[config.mk]
export PLATFORM = sky130hd
export DESIGN_NAME = lcd_char_scheduler
export DESIGN_NICKNAME = d
export VERILOG_FILES = /design/src/rtl/lcd_pkg.sv /design/src/rtl/char_fifo.sv /design/src/rtl/lcd_char_scheduler.sv
export SDC_FILE = /design/constraint.sdc
export NUM_CORES = 1
export LEC_CHECK = 0
export CAP_MARGIN = 10
export CORE_UTILIZATION = 50
export CTS_CLUSTER_DIAMETER = 200
export CTS_CLUSTER_SIZE = 40
export DETAILED_ROUTE_END_ITERATION = 8
export PLACE_DENSITY = 0.71
export SLEW_MARGIN = 30
export SYNTH_ARGS = -nofsm -noshare
export SYNTH_HDL_FRONTEND = slang
export SYNTH_SLANG_ARGS = --single-unit
[constraint.sdc]
create_clock -name clock -period 7.8 [get_ports clock]
set_clock_uncertainty 0.15 [all_clocks]
set_input_delay 1.56 -clock clock [delete_from_list [all_inputs] [get_ports clock]]
set_output_delay 1.56 -clock clock [all_outputs]
set_load 0.01 [all_outputs]
[src/rtl/lcd_pkg.sv]
`default_nettype none
// ============================================================================
// Module   : lcd_pkg
// Brief    : Shared types and constants for the LCD character scheduler:
//            output FSM states, displayable ASCII ranges, default sizing.
// Revision : 1.0 - initial release
// ============================================================================
package lcd_pkg;

    localparam int LCD_DEPTH_DEFAULT      = 8;
    localparam int LCD_GAP_CYCLES_DEFAULT = 4;

    // Only space, digits and upper-case letters reach the display
    localparam logic [7:0] CHAR_SPACE    = 8'h20;
    localparam logic [7:0] CHAR_DIGIT_LO = 8'h30;
    localparam logic [7:0] CHAR_DIGIT_HI = 8'h39;
    localparam logic [7:0] CHAR_UPPER_LO = 8'h41;
    localparam logic [7:0] CHAR_UPPER_HI = 8'h5A;

    typedef enum logic [1:0] {
        ST_IDLE  = 2'd0,
        ST_ISSUE = 2'd1,
        ST_GAP   = 2'd2
    } lcd_state_e;

    function automatic logic is_displayable(input logic [7:0] c);
        return (c == CHAR_SPACE) ||
               ((c >= CHAR_DIGIT_LO) && (c <= CHAR_DIGIT_HI)) ||
               ((c >= CHAR_UPPER_LO) && (c <= CHAR_UPPER_HI));
    endfunction

endpackage
`default_nettype wire

[src/rtl/char_fifo.sv]
`default_nettype none
// ============================================================================
// Module   : char_fifo
// Brief    : DEPTH x WIDTH synchronous FIFO with wrap-around pointers,
//            synchronous clear and an occupancy count.
// Revision : 1.0 - initial release
// ============================================================================
module char_fifo #(
    parameter int DEPTH = 8,
    parameter int WIDTH = 8
) (
    input  logic                     clock_i,
    input  logic                     reset_i,
    input  logic                     clear_i,
    input  logic                     push_i,
    input  logic                     pop_i,
    input  logic [WIDTH-1:0]         data_i,
    output logic [WIDTH-1:0]         data_o,
    output logic [$clog2(DEPTH):0]   count_o
);

    localparam int PTR_W = $clog2(DEPTH);
    localparam int CNT_W = PTR_W + 1;
    localparam logic [CNT_W-1:0] FULL_C = CNT_W'(DEPTH);

    logic [WIDTH-1:0] mem_q [DEPTH];
    logic [PTR_W-1:0] wr_ptr_q;
    logic [PTR_W-1:0] rd_ptr_q;
    logic [CNT_W-1:0] count_q;
    logic             do_push;
    logic             do_pop;

    // A full FIFO still takes a push when the head leaves on the same edge
    assign do_pop  = pop_i && (count_q != '0);
    assign do_push = push_i && ((count_q != FULL_C) || do_pop);

    // Storage array; contents are don't-care until written, so no reset
    always_ff @(posedge clock_i) begin
        if (do_push && !clear_i) begin
            mem_q[wr_ptr_q] <= data_i;
        end
    end

    // Pointer and occupancy bookkeeping; clear dominates push/pop
    always_ff @(posedge clock_i or posedge reset_i) begin
        if (reset_i) begin
            wr_ptr_q <= '0;
            rd_ptr_q <= '0;
            count_q  <= '0;
        end else if (clear_i) begin
            wr_ptr_q <= '0;
            rd_ptr_q <= '0;
            count_q  <= '0;
        end else begin
            if (do_push) wr_ptr_q <= wr_ptr_q + 1'b1;
            if (do_pop)  rd_ptr_q <= rd_ptr_q + 1'b1;
            case ({do_push, do_pop})
                2'b10:   count_q <= count_q + 1'b1;
                2'b01:   count_q <= count_q - 1'b1;
                default: count_q <= count_q;
            endcase
        end
    end

    assign data_o  = mem_q[rd_ptr_q];
    assign count_o = count_q;

endmodule
`default_nettype wire

[src/rtl/lcd_char_scheduler.sv]
`default_nettype none
// ============================================================================
// Module   : lcd_char_scheduler
// Brief    : Round-robin merge of Morse and keyboard character streams into
//            a FIFO, filtered to displayable ASCII, drained to an LCD
//            controller with one-cycle strobes and a minimum idle gap.
// Revision : 1.0 - initial release
// ============================================================================
module lcd_char_scheduler
    import lcd_pkg::*;
#(
    parameter int DEPTH      = LCD_DEPTH_DEFAULT,
    parameter int GAP_CYCLES = LCD_GAP_CYCLES_DEFAULT
) (
    input  logic                   clock,
    input  logic                   reset,
    input  logic                   clear,
    input  logic                   morse_valid,
    input  logic [7:0]             morse_char,
    output logic                   morse_ready,
    input  logic                   key_valid,
    input  logic [7:0]             key_char,
    output logic                   key_ready,
    input  logic                   lcd_busy,
    output logic                   lcd_write_en,
    output logic [7:0]             lcd_char,
    output logic [$clog2(DEPTH):0] fifo_count,
    output logic                   dropped
);

    localparam int CNT_W = $clog2(DEPTH) + 1;
    localparam logic [CNT_W-1:0] DEPTH_C    = CNT_W'(DEPTH);
    localparam logic [7:0]       GAP_LAST_C = 8'(GAP_CYCLES - 1);

    lcd_state_e state_q, state_d;
    logic [7:0] gap_cnt_q, gap_cnt_d;
    logic       write_en_q, write_en_d;
    logic [7:0] char_q, char_d;
    logic       dropped_q, dropped_d;
    logic       favour_key_q, favour_key_d;

    logic       not_full;
    logic       grant_morse;
    logic       grant_key;
    logic       accept;
    logic       accept_ok;
    logic [7:0] accept_char;
    logic       push;
    logic       pop;
    logic [7:0] fifo_head;

    char_fifo #(
        .DEPTH (DEPTH),
        .WIDTH (8)
    ) u_fifo (
        .clock_i (clock),
        .reset_i (reset),
        .clear_i (clear),
        .push_i  (push),
        .pop_i   (pop),
        .data_i  (accept_char),
        .data_o  (fifo_head),
        .count_o (fifo_count)
    );

    // Input arbitration: round-robin grant, gated by FIFO space (no bypass)
    always_comb begin
        not_full     = (fifo_count < DEPTH_C);
        grant_morse  = morse_valid && (!key_valid || !favour_key_q);
        grant_key    = key_valid && !grant_morse;
        morse_ready  = not_full && grant_morse;
        key_ready    = not_full && grant_key;
        accept       = morse_ready || key_ready;
        accept_char  = morse_ready ? morse_char : key_char;
        accept_ok    = is_displayable(accept_char);
        push         = accept && accept_ok && !clear;
        favour_key_d = morse_ready ? 1'b1 : (key_ready ? 1'b0 : favour_key_q);
        dropped_d    = clear ? 1'b0 : (dropped_q || (accept && !accept_ok));
    end

    // Output FSM: strobe the FIFO head, then hold off for the idle gap
    always_comb begin
        state_d    = state_q;
        gap_cnt_d  = gap_cnt_q;
        write_en_d = 1'b0;
        char_d     = char_q;
        pop        = 1'b0;
        case (state_q)
            ST_IDLE: begin
                if ((fifo_count != '0) && !lcd_busy) state_d = ST_ISSUE;
            end
            ST_ISSUE: begin
                write_en_d = 1'b1;
                char_d     = fifo_head;
                pop        = 1'b1;
                gap_cnt_d  = 8'd0;
                state_d    = ST_GAP;
            end
            ST_GAP: begin
                if (gap_cnt_q < GAP_LAST_C) begin
                    gap_cnt_d = gap_cnt_q + 8'd1;
                end else if (!lcd_busy) begin
                    state_d = ST_IDLE;
                end
            end
            default: state_d = ST_IDLE;
        endcase
        if (clear) begin
            state_d    = ST_IDLE;
            gap_cnt_d  = 8'd0;
            write_en_d = 1'b0;
            pop        = 1'b0;
        end
    end

    // State and registered outputs
    always_ff @(posedge clock or posedge reset) begin
        if (reset) begin
            state_q      <= ST_IDLE;
            gap_cnt_q    <= 8'd0;
            write_en_q   <= 1'b0;
            char_q       <= 8'h00;
            dropped_q    <= 1'b0;
            favour_key_q <= 1'b0;
        end else begin
            state_q      <= state_d;
            gap_cnt_q    <= gap_cnt_d;
            write_en_q   <= write_en_d;
            char_q       <= char_d;
            dropped_q    <= dropped_d;
            favour_key_q <= favour_key_d;
        end
    end

    assign lcd_write_en = write_en_q;
    assign lcd_char     = char_q;
    assign dropped      = dropped_q;

endmodule
`default_nettype wire

==> run summary <==
Figures from the flow reports.

Status:
- The run finished with clean final reports.

Yosys:
- The run puts the fraction of registers with async set/reset at 32.6%.
- The run gives the post-synthesis sequential element count as 95.
- The run puts the instance count of the mapped netlist at 295.
- The run puts the number of distinct library cells after synthesis at ~50.
- Post-synth the commonest register cell is sky130_fd_sc_hd__edfxtp_1.
- The run gives the number of nets produced by synthesis as roughly 320.
- The run gives the share of synthesized cell area in and-or and or-and compound cells as between 6 and 7%.
- Summed over its instances, the top area cell type makes up 45.6% of the synthesized netlist area.
- The area recorded from the Yosys report for this design is ~4200 µm².
- The run gives the average size of a mapped cell as 14.3 µm².
- The run puts the number of enable-type register cells in the synthesized netlist at roughly 64.
- The synthesis run shows multiplexers occupying 12.3% of the cell area.
- The number of cells reported by Yosys stat comes to 295.
- The run gives the cell taking the most area after synthesis as sky130_fd_sc_hd__edfxtp_1.
- The run puts the netlist area before placement at 4210 µm².
- The run gives the area fraction in and, or, nand and nor cells after synthesis as ~11%.
- The run puts the post-synthesis xor/xnor area fraction at 0.831%.

Floorplan:
- Per the OpenROAD floorplan log, the area of the die is just under 9000 µm².
- According to the I/O placement log, the pin count is 38.
- The run puts the number of placement rows at 33.
- The run puts the die outline height at 93.8 µm.
- The core region is 8180 µm².

Final layout:
- In the final layout, the share of cells above drive strength 1 is 13.4%.
- The run puts the synthesis-to-finish area growth at 15.9%.
- The run puts the flip-flop count of the largest register, all copies and words added at 64.
- The run puts the cell area after layout at 4880 µm².
- The register with the most flip-flops in the final layout is u_fifo.mem_q.
- The run gives the most frequent logic cell in the layout as sky130_fd_sc_hd__edfxtp_1.
- 0 antenna diodes ended up in the layout.
- The run gives the net total in the final layout as 358.
- Per the cell usage report, the commonest logic cells after layout are sky130_fd_sc_hd__edfxtp_1 (64), sky130_fd_sc_hd__clkdlybuf4s50_1 (37), sky130_fd_sc_hd__nand2_1 (30), sky130_fd_sc_hd__dfrtp_1 (30), sky130_fd_sc_hd__nor2_1 (17).

CTS:
- The run puts the setup fix buffers added after clock tree synthesis at 0.
- The clock tree synthesis step divided the H-tree into 3 levels.
- The run gives the buffer cell driving the clock tree root as sky130_fd_sc_hd__clkbuf_8.
- The number of hold buffers added after CTS was 0.
- Per the post-CTS timing run, clock transition at the registers of the reported paths is approximately 90 ps.
- The run puts the clock sink count at 95.
- No sink is reached through more buffers than the 2 on the longest clock path.

Route:
- After detailed routing, no signal wire sits above met4.
- The run gives the routed metal-1 wire length as 3340 µm.
- The wire length recorded after detailed routing is approximately 7000 µm.
- For this run, the detailed router reports a per-instance via density of ~5.5.
- According to the report, the first pass of detailed routing completed in 5 iterations.
- The run gives the initial detailed-routing violation count as 119.
- The routed layout has 2400 vias.
- Per the detail_route log, met2 wirelength is 3390 µm.
- The run puts the sum of met3 wire segment lengths after detailed routing at 196 µm.
- For this run, design rule violations remaining after detail routing come to 0.

Critical path:
- For the worst setup path, the data arrival time is roughly 3200 ps.
- The worst setup path is captured at an output pin.
- The run gives the classification of the worst setup path as primary input to output pin.
- The run gives the origin of the critical flop-to-flop path as u_fifo.count_o[3].
- The worst setup path is launched from a primary input.
- The run puts the worst-case reg-to-reg path depth at 7.
- The run gives the maximum fanout count along the critical path as 14.

Global routing:
- The run puts the global-route wire length before repair at ~12000 µm.
- The via count of the first global-routing pass is about 2400.
- The number of antenna violations at the first check in global routing was 0.
- The run puts the residual overflow from global routing at 0.
- The run gives the maximum number of pins on one net before global-route repair as 32.
- The run gives the most heavily used metal layer in global routing as met2.

Power and ir drop:
- The run gives the leakage power total as 1.78 nW.
- The run puts the switching share of total power at 23.1%.
- The run puts the peak supply drop at 0.0979 mV.
- The run gives the switching power as 235 µW.
- The run puts the power density of the placed cells at 208 nW/µm².
- Of the total power, the clock network draws 30.1%.
- The run puts the total power of the final layout at just over 1 mW.

Min path:
- The run puts the depth of the worst hold-timing path at 2.
- The run gives the hold path endpoint as lcd_char[5].

STA:
- The run puts the pin slew with the least headroom to its limit at 885 ps.
- The worst-case max-slew headroom was logged as between 40% and 50%.
- The run gives the clock period minus final worst setup slack as 4930 ps.
- The run gives the total negative slack for setup checks as 0 ps.
- The final hold violation count recorded for this run is 0.
- The run gives the count of final setup violators as 0.
- The run gives the post-layout period usage of the worst path as 63.2%.
- Pins over their slew limit in the final report were tallied at 0.

Placed design:
- The run puts the global placement routability congestion at 0.808.
- In this run the cell area measured after placement is 4660 µm².
- Summed over all nets, the half-perimeter wirelength after detailed placement is 4930 µm.
- The count of buffers added on input and output ports is 37.

Job:
- The run puts the tally of OpenROAD warnings at 26.
## how the worst max path moves through the flow
stage,start,to,cells past startpoint
after global routing,morse_valid,morse_ready,5
after floorplan,morse_valid,morse_ready,4
after detailed placement,morse_valid,morse_ready,5
after global placement,morse_valid,morse_ready,5
final,morse_valid,morse_ready,5
after CTS,morse_valid,morse_ready,5
## worst max-delay path, stage by stage
cell and delay [ps]:
sky130_fd_sc_hd__clkdlybuf4s50_1 500, sky130_fd_sc_hd__nor2b_2 230, sky130_fd_sc_hd__nand2_4 100, sky130_fd_sc_hd__inv_2 230, sky130_fd_sc_hd__clkdlybuf4s50_1 590
## through the flow
step | worst slack, ps | utilization, % | std cells | hold WS, ps
2_1_floorplan | 3820 | - | 295 | 320
3_3_place_gp | 2920 | 57.0 | 424 | 314
3_5_place_dp | 2890 | 57.0 | 424 | 323
4_1_cts | 2880 | 59.3 | 440 | 342
5_1_grt | 2790 | 59.7 | 440 | 360
6_report | 2870 | 59.7 | 440 | 333
## power by group through the flow
stage / clock, mW / sequential [mW] / combinational, mW
floorplan: 0 / 0.600 / 0.0542
global placement: 0 / 0.593 / 0.127
detailed placement: 0 / 0.594 / 0.129
global route: 0.332 / 0.587 / 0.144
finish: 0.305 / 0.582 / 0.128
CTS: 0.312 / 0.583 / 0.129
## layout make-up
| type | instances | area [µm²] |
|---|---|---|
| Clock inverter | 6 | 60.1 |
| Clock buffer | 10 | 128 |
| Tap cell | 105 | 131 |
| Sequential cell | 95 | 2700 |
| Multi-Input combinational cell | 170 | 1430 |
| Inverter | 16 | 60.1 |
| Timing Repair Buffer | 38 | 378 |
| Fill cell | 662 | 3290 |
## Yosys cell counts, types with 2 or more instances
cell type                  instances
sky130_fd_sc_hd__buf_1             4
sky130_fd_sc_hd__a21oi_1           8
sky130_fd_sc_hd__nor2_1           17
sky130_fd_sc_hd__xnor2_1           3
sky130_fd_sc_hd__nor4b_2           3
sky130_fd_sc_hd__o21ai_0          17
sky130_fd_sc_hd__o21ai_1           2
sky130_fd_sc_hd__nand2_1          30
sky130_fd_sc_hd__clkbuf_1          7
sky130_fd_sc_hd__nand3b_1          2
sky130_fd_sc_hd__mux4_2           16
sky130_fd_sc_hd__dfrtp_1          31
sky130_fd_sc_hd__mux2i_1          12
sky130_fd_sc_hd__nand3_1           5
sky130_fd_sc_hd__nor3_1            5
sky130_fd_sc_hd__inv_1            15
sky130_fd_sc_hd__ha_1              5
sky130_fd_sc_hd__edfxtp_1         64
sky130_fd_sc_hd__and3_1            7
sky130_fd_sc_hd__buf_2             2
sky130_fd_sc_hd__nor4_2            3
sky130_fd_sc_hd__o32ai_1           2
sky130_fd_sc_hd__nand2b_1          4
sky130_fd_sc_hd__a21o_1            2
sky130_fd_sc_hd__o221ai_1          2
sky130_fd_sc_hd__a31oi_1           4
## kinds of logic (layout without fill, tap and decap cells)
logic type,after synthesis,count (layout)
xor+xnor,4,4
compound gates,46,46
mux,30,30
simple gates,84,84
flops,95,95
buf+inv,30,70
fa+ha+maj,6,6
Placed cells, one color a class:
The bar under the picture is 20 µm long.
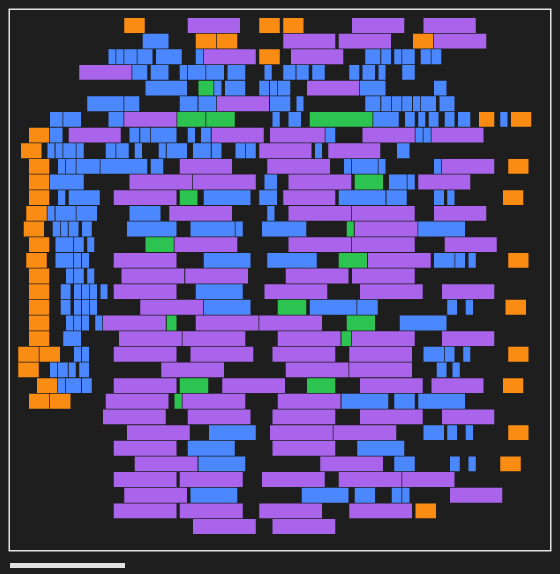
Key: sequential cells = purple [cells 95]; remaining buffers and delay cells = orange [cells 38]; combinational and other logic = blue [cells 186]; clock drivers and dummy loads = green [cells 16]

Clock network drawn from the DEF:
The bar under the picture is 20 µm long.
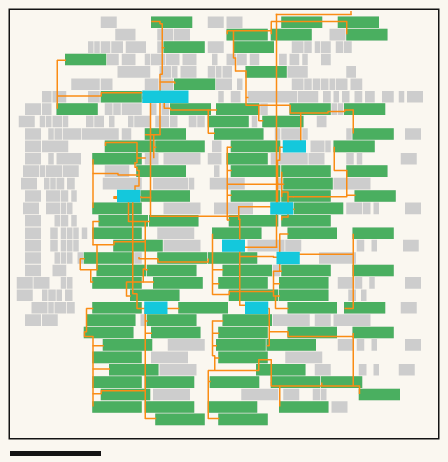
Key: clock drivers = cyan [count 9]; flip-flops = green [count 95]; clock wires = orange [length 918 µm]
There are 10 routed clock nets.

PDN straps and rails:
The bar under the picture is 20 µm long. Pins as bars on the die edge.
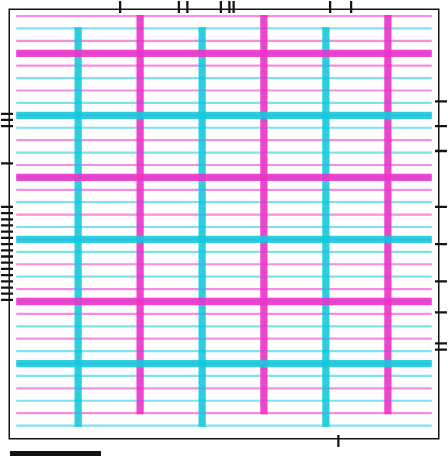
Key: VSS = cyan; VDD = magenta
6 straps on met4. 34 met1 rails follow the rows.

Wiring by layer:
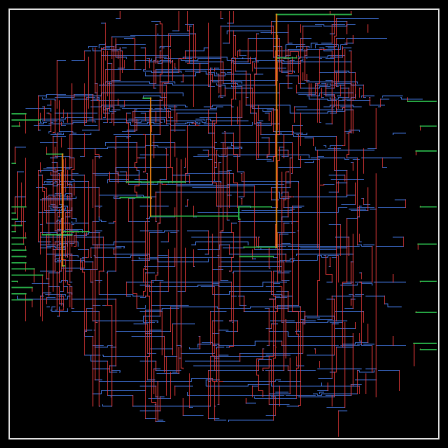
Key: metal 2 = red [wire length 3390 µm]; metal 1 = blue [wire length 3340 µm]; metal 3 = green [wire length 197 µm]; metal 4 = orange [wire length 101 µm]

Routing congestion:
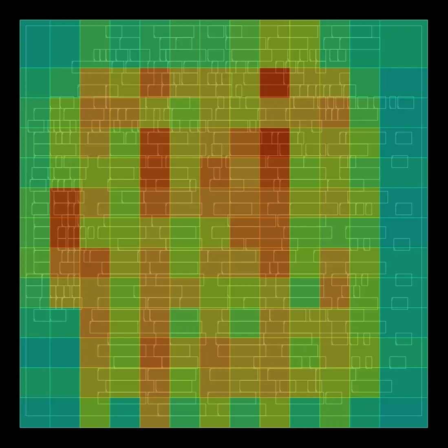
GR Util All Layers: 18.1%
GRT met2 Usage: 28.8%
average detailed-routed wire length per instance: 16.0 µm
utilization after layout: 59.7%

Power figures rest on the tool's default switching activity, not on a simulated workload.
